`config.mk`:
```
export PLATFORM = sky130hd
export DESIGN_NAME = dca_matrix_lsu_rdata_aligner
export DESIGN_NICKNAME = d
export VERILOG_FILES = /design/src/rtl/dca_matrix_lsu_rdata_aligner_pkg.sv /design/src/rtl/dca_matrix_lsu_rdata_aligner_fifo.sv /design/src/rtl/ervp_barrel_shifter.sv /design/src/rtl/dca_matrix_lsu_rdata_aligner.sv
export SDC_FILE = /design/constraint.sdc
export NUM_CORES = 2
export LEC_CHECK = 0
export CAP_MARGIN = 40
export CORE_MARGIN = 2
export CORE_UTILIZATION = 45
export CTS_CLUSTER_DIAMETER = 150
export CTS_CLUSTER_SIZE = 10
export DETAILED_ROUTE_END_ITERATION = 16
export PLACE_DENSITY = 0.7
export SLEW_MARGIN = 20
export SYNTH_ARGS = -nofsm -noshare
export SYNTH_HDL_FRONTEND = slang
export SYNTH_SLANG_ARGS = --single-unit
export TNS_END_PERCENT = 50
```
`constraint.sdc`:
```
create_clock -name clk -period 16.35 [get_ports clk]
set_clock_uncertainty 0.05 [all_clocks]
set_input_delay 3.27 -clock clk [delete_from_list [all_inputs] [get_ports clk]]
set_output_delay 3.27 -clock clk [all_outputs]
set_load 0.05 [all_outputs]
```
`src/rtl/dca_matrix_lsu_rdata_aligner_pkg.sv`:
```
// Shared definitions for the LSU read-data aligner: FSM encoding and a width helper.
package dca_matrix_lsu_rdata_aligner_pkg;

  typedef enum logic {
    ST_IDLE = 1'b0,
    ST_HOLD = 1'b1
  } ralign_state_e;

  function automatic int clog2_fn(input int value);
    int r;
    r = 0;
    while ((1 << r) < value) r++;
    return r;
  endfunction

endpackage

```
`src/rtl/dca_matrix_lsu_rdata_aligner_fifo.sv`:
```
// Output queue for the aligner: shift-register FIFO whose head entry is a register.
import dca_matrix_lsu_rdata_aligner_pkg::*;

module dca_ralign_fifo #(
  parameter int W     = 176,
  parameter int DEPTH = 4,
  parameter int CW    = clog2_fn(DEPTH) + 1
) (
  input  logic          clk,
  input  logic          rst,
  input  logic          flush,
  input  logic          push,
  input  logic [W-1:0]  push_data,
  input  logic          out_ready,
  output logic          out_valid,
  output logic [W-1:0]  out_data,
  output logic [CW-1:0] count
);

  logic [W-1:0]  q   [DEPTH];
  logic [W-1:0]  q_n [DEPTH];
  logic [CW-1:0] cnt;
  logic [CW-1:0] cnt_n;
  logic          pop;

  assign pop = out_ready & (cnt != '0);

  always_comb begin
    q_n   = q;
    cnt_n = cnt;
    if (pop) begin
      for (int i = 0; i < DEPTH - 1; i++) q_n[i] = q[i+1];
      cnt_n = cnt - CW'(1);
    end
    // Push lands just behind the surviving entries, so push+pop keeps count.
    if (push) begin
      for (int i = 0; i < DEPTH; i++) begin
        if (CW'(i) == cnt_n) q_n[i] = push_data;
      end
      cnt_n = cnt_n + CW'(1);
    end
  end

  always_ff @(posedge clk) begin
    if (rst || flush) cnt <= '0;
    else              cnt <= cnt_n;
  end

  always_ff @(posedge clk) begin
    q <= q_n;
  end

  assign out_valid = (cnt != '0);
  assign out_data  = out_valid ? q[0] : '0;
  assign count     = cnt;

endmodule

```
`src/rtl/ervp_barrel_shifter.sv`:
```
// Logarithmic logical right shifter (zero fill, non-circular).
module ERVP_BARREL_SHIFTER #(
  parameter int BW_DATA  = 32,
  parameter int BW_SHIFT = 5
) (
  input  logic [BW_DATA-1:0]  data_in,
  input  logic [BW_SHIFT-1:0] shift,
  output logic [BW_DATA-1:0]  data_out
);

  logic [BW_DATA-1:0] stg [BW_SHIFT+1];

  assign stg[0] = data_in;

  for (genvar s = 0; s < BW_SHIFT; s++) begin : g_stage
    assign stg[s+1] = shift[s] ? (stg[s] >> (1 << s)) : stg[s];
  end

  assign data_out = stg[BW_SHIFT];

endmodule

```
`src/rtl/dca_matrix_lsu_rdata_aligner.sv`:
```
// LSU read-data aligner: shifts row-buffer data by a bit offset and queues it.
// Define DCA_LSU_RALIGN_MERGE_EN to enable merging of straddling two-beat accesses.
import dca_matrix_lsu_rdata_aligner_pkg::*;

module dca_matrix_lsu_rdata_aligner #(
  parameter int BW_DATA         = 128,
  parameter int BW_INFO         = 48,
  parameter int FIFO_DEPTH      = 4,
  parameter int SUPPORT_SUBBYTE = 1,
  localparam int BW_SHIFT       = clog2_fn(BW_DATA),
  localparam int BW_COUNT       = clog2_fn(FIFO_DEPTH) + 1
) (
  input  logic                clk,
  input  logic                rst,
  input  logic                flush,
  input  logic                in_valid,
  output logic                in_ready,
  input  logic [BW_DATA-1:0]  in_data,
  input  logic [BW_SHIFT-1:0] in_offset,
  input  logic                in_split,
  input  logic [BW_INFO-1:0]  in_info,
  output logic                out_valid,
  input  logic                out_ready,
  output logic [BW_DATA-1:0]  out_data,
  output logic [BW_INFO-1:0]  out_info,
  output logic [BW_COUNT-1:0] count
);

  localparam logic [BW_SHIFT-1:0] OFF_MASK =
    (SUPPORT_SUBBYTE != 0) ? '1 : ~BW_SHIFT'(7);

  ralign_state_e       state, state_n;
  logic                in_fire;
  logic                split_eff;
  logic                push;
  logic                capture;
  logic [BW_SHIFT-1:0] eff_off;
  logic [BW_DATA-1:0]  sh_src, sh_out, push_data;
  logic [BW_SHIFT-1:0] sh_amt;

  assign in_ready = (count < BW_COUNT'(FIFO_DEPTH)) & ~flush & ~rst;
  assign in_fire  = in_valid & in_ready;
  assign eff_off  = in_offset & OFF_MASK;

`ifdef DCA_LSU_RALIGN_MERGE_EN
  logic [BW_DATA-1:0]  hold_data;
  logic [BW_SHIFT-1:0] hold_off;

  assign split_eff = in_split;
  assign sh_src    = (state == ST_HOLD) ? hold_data : in_data;
  assign sh_amt    = (state == ST_HOLD) ? hold_off  : eff_off;
  // Left shift by BW_DATA-hold_off done as <<1 then <<~hold_off, so hold_off=0 yields 0.
  assign push_data = (state == ST_HOLD) ? (sh_out | ((in_data << 1) << ~hold_off)) : sh_out;

  always_ff @(posedge clk) begin
    if (rst || flush) begin
      hold_data <= '0;
      hold_off  <= '0;
    end else if (capture) begin
      hold_data <= in_data;
      hold_off  <= eff_off;
    end
  end
`else
  assign split_eff = 1'b0;
  assign sh_src    = in_data;
  assign sh_amt    = eff_off;
  assign push_data = sh_out;
`endif

  ERVP_BARREL_SHIFTER #(
    .BW_DATA  (BW_DATA),
    .BW_SHIFT (BW_SHIFT)
  ) u_shift (
    .data_in  (sh_src),
    .shift    (sh_amt),
    .data_out (sh_out)
  );

  always_ff @(posedge clk) begin
    if (rst || flush) state <= ST_IDLE;
    else              state <= state_n;
  end

  always_comb begin
    state_n = state;
    push    = 1'b0;
    capture = 1'b0;
    if (in_fire) begin
      case (state)
        ST_IDLE: begin
          if (split_eff) begin
            capture = 1'b1;
            state_n = ST_HOLD;
          end else begin
            push = 1'b1;
          end
        end
        ST_HOLD: begin
          push    = 1'b1;
          state_n = ST_IDLE;
        end
        default: state_n = ST_IDLE;
      endcase
    end
  end

  dca_ralign_fifo #(
    .W     (BW_DATA + BW_INFO),
    .DEPTH (FIFO_DEPTH),
    .CW    (BW_COUNT)
  ) u_fifo (
    .clk       (clk),
    .rst       (rst),
    .flush     (flush),
    .push      (push),
    .push_data ({in_info, push_data}),
    .out_ready (out_ready),
    .out_valid (out_valid),
    .out_data  ({out_info, out_data}),
    .count     (count)
  );

endmodule

```
Routed clock nets over the placement:
Scale: 1.5 px per µm.
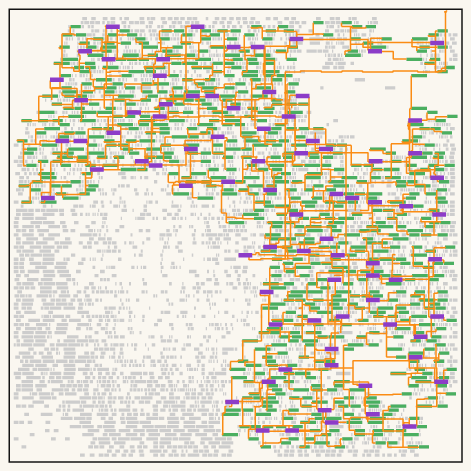
purple -> clock drivers  # count 81
green -> flip-flops  # count 707
orange -> clock wires  # length 8910 µm
flops lie = all over the die
routed clock nets = 82

Clock wiring as the flow saved it:
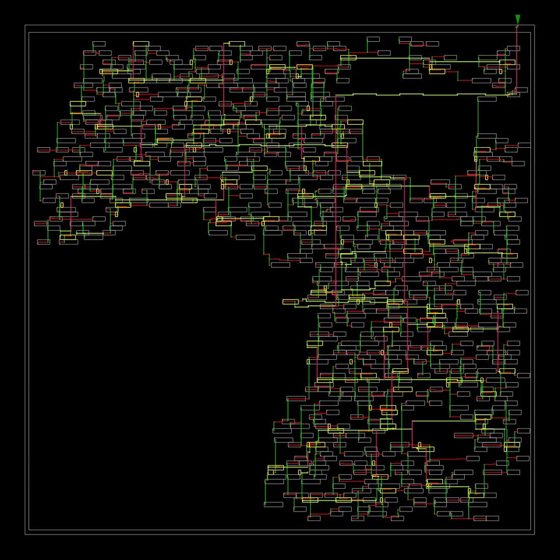
registers: 707
total clock buffers created by CTS: 81
power in the clock group: 1.69 mW
clock buffer count in the final layout: 141

Metal 2:
Scale: 1.5 px per µm.
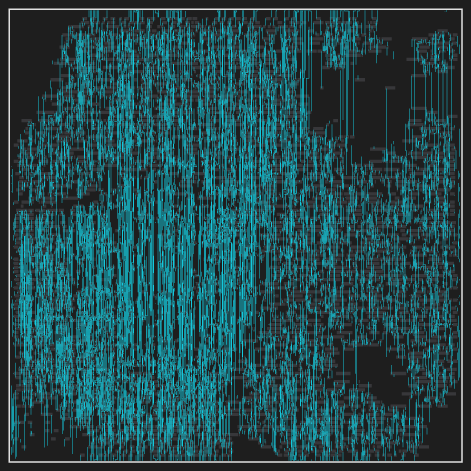
wire length on this layer = 63.6 mm
nets with wire on the layer = 3965
main direction = vertical

==> reports/results.txt <==
Result of the run: complete, no violations
Setup crit start kind: primary input
Maximum number of pins on one net before global-route repair: 238
Compound-gate portion of the synthesized area: 15.0%
Switching part of the total: 33.0%
Final Critical Period: 8.32 ns
Die Outline Area: 0.0905 mm²
Data-path buffer share of cell area in the final layout: 9.88%
Non-CTS inverters: 87
Total Routing Usage GR: 30.2%
Gpl congestion: 1.08
Simple share: 22.7%
Fp_density: 45.6%
Async set-reset flop share out of synthesis: 0%
Type of the worst setup path: in -> out
Layout cells sized above 1: 10.3%
End of the critical path: in_ready
Worst slew margin relative to its limit: 19.4%
Hold buffers post-CTS: 0
Met2 WL post-DR: 63.6 mm
Area Growth Syn to Fin: 17.2%
CTS H-tree lvls: 3
Chip Area, Yosys: 0.0396 mm²
Count of yosys warnings during synthesis: 0
Residual DRC: 0
Non-filler instance count after layout: 5963
Latest clock arrival within the worst-skew pair: 0.64 ns
Number of gates resized after CTS: 0
Hold Slack: 0.401 ns
Number of flops mapped to enable cells by yosys: 176
Design area: 0.0464 mm²
Ys flops: 707
Largest power group: registers
Path category of the worst min-delay check: reg -> reg
Area share, top type: 26.8%
Critical-path cell list: clkdlybuf4s50_1 -> nor3_1 -> clkdlybuf4s50_1
Cell group occupying the most layout area: logic gates
Mux share of post-synthesis cell area: 16.8%
Count of final hold-check violations: 0
Highest cell delay on the worst timing path: 0.88 ns
Number of nets at the end of the flow: 4932
Post-detail-place hpwl: 97.0 mm
Storage cell area: 0.0159 mm²
Root buffer cell: sky130_fd_sc_hd__clkbuf_16
Routed length on met1: 58.1 mm
Net switching power figure: 2.03 mW
Average routed wire per standard cell: 23.6 µm
Data required time at the worst endpoint: 13.03 ns
Post-synth seq share: 40.1%
Initial antenna violation count: 1
Count leader, synth: sky130_fd_sc_hd__nand2_1
Library cell with the largest summed area after synthesis: sky130_fd_sc_hd__dfxtp_1
Global-route wire length before repair: 211 mm
PortBufs: 368
Diode insertion count for antenna repair: 2
Die width: 301 µm
XOR/XNOR share of the synthesized area: 0.0884%
Gate count of the mapped netlist: 4595
Average vias per placed instance: 6.04
Utilization of the core after routing: 53.4%
Slowest library cell on the worst path: sky130_fd_sc_hd__clkdlybuf4s50_1
Die outline height: 301 µm
Synth Cell Area: 0.0396 mm²
Worst flop-to-flop path startpoint: u_fifo.count[0]
Number of antenna-violating nets in the routed design: 0
Static Leak: 18.4 nW
Tap Cells: 1155
Total power of the final layout: 6.15 mW
Boundary Pins: 370
Final max-slew violation count: 0
Multi-Input Combinational: 3404
Power density normalized to cell area: 132 mW/mm²
Net Count, Synth: 4787
Arrival @ worst endpoint: 5.00 ns
Endpoint type of the worst setup path: output pin
Yosys cell count: 4595
Path depth of the worst reg2reg path: 13
Detailed router's first-iteration violation count: 3994
Layer carrying the most global-route usage: met2
Largest reg by FF count: u_fifo.q
[placed cells by master, fill, tap and decap left out, types with 25 or more instances in the layout]
master                            Yosys  layout
sky130_fd_sc_hd__o22ai_1             91      91
sky130_fd_sc_hd__a22oi_1             25      25
sky130_fd_sc_hd__nor3_1              28      27
sky130_fd_sc_hd__mux2i_1            172     172
sky130_fd_sc_hd__a31oi_1            258     258
sky130_fd_sc_hd__dfxtp_1            531     531
sky130_fd_sc_hd__inv_1               84      82
sky130_fd_sc_hd__clkdlybuf4s50_1      0     361
sky130_fd_sc_hd__clkbuf_1           300      59
sky130_fd_sc_hd__and2_1             201     201
sky130_fd_sc_hd__nand2_1           1130    1129
sky130_fd_sc_hd__buf_4               23      62
sky130_fd_sc_hd__nor2_1             377     376
sky130_fd_sc_hd__mux2_2              73      73
sky130_fd_sc_hd__o21ai_0             44      41
sky130_fd_sc_hd__mux4_2             182     182
sky130_fd_sc_hd__edfxtp_1           176     176
sky130_fd_sc_hd__a21oi_1            280     280
sky130_fd_sc_hd__nand3_1             37      37
sky130_fd_sc_hd__clkbuf_16            0      82
sky130_fd_sc_hd__and3_1             217     216
[worst min-delay path by stage]
| stage | startpoint | end | cells past startpoint |
|---|---|---|---|
| 2_1_floorplan | u_fifo.q[656] | u_fifo.q[656] | 2 |
| 3_3_place_gp | u_fifo.q[316] | u_fifo.q[492] | 2 |
| 3_5_place_dp | u_fifo.q[696] | u_fifo.q[696] | 2 |
| 4_1_cts | u_fifo.q[294] | u_fifo.q[470] | 2 |
| 5_1_grt | u_fifo.q[294] | u_fifo.q[470] | 2 |
| 6_report | u_fifo.q[479] | u_fifo.q[655] | 2 |
[critical path, delay by kind of cell]
family	cells	cell delay, ns
simple gates	1	0.39
buf+inv	2	1.34
Power and IR drop assume default switching activity.
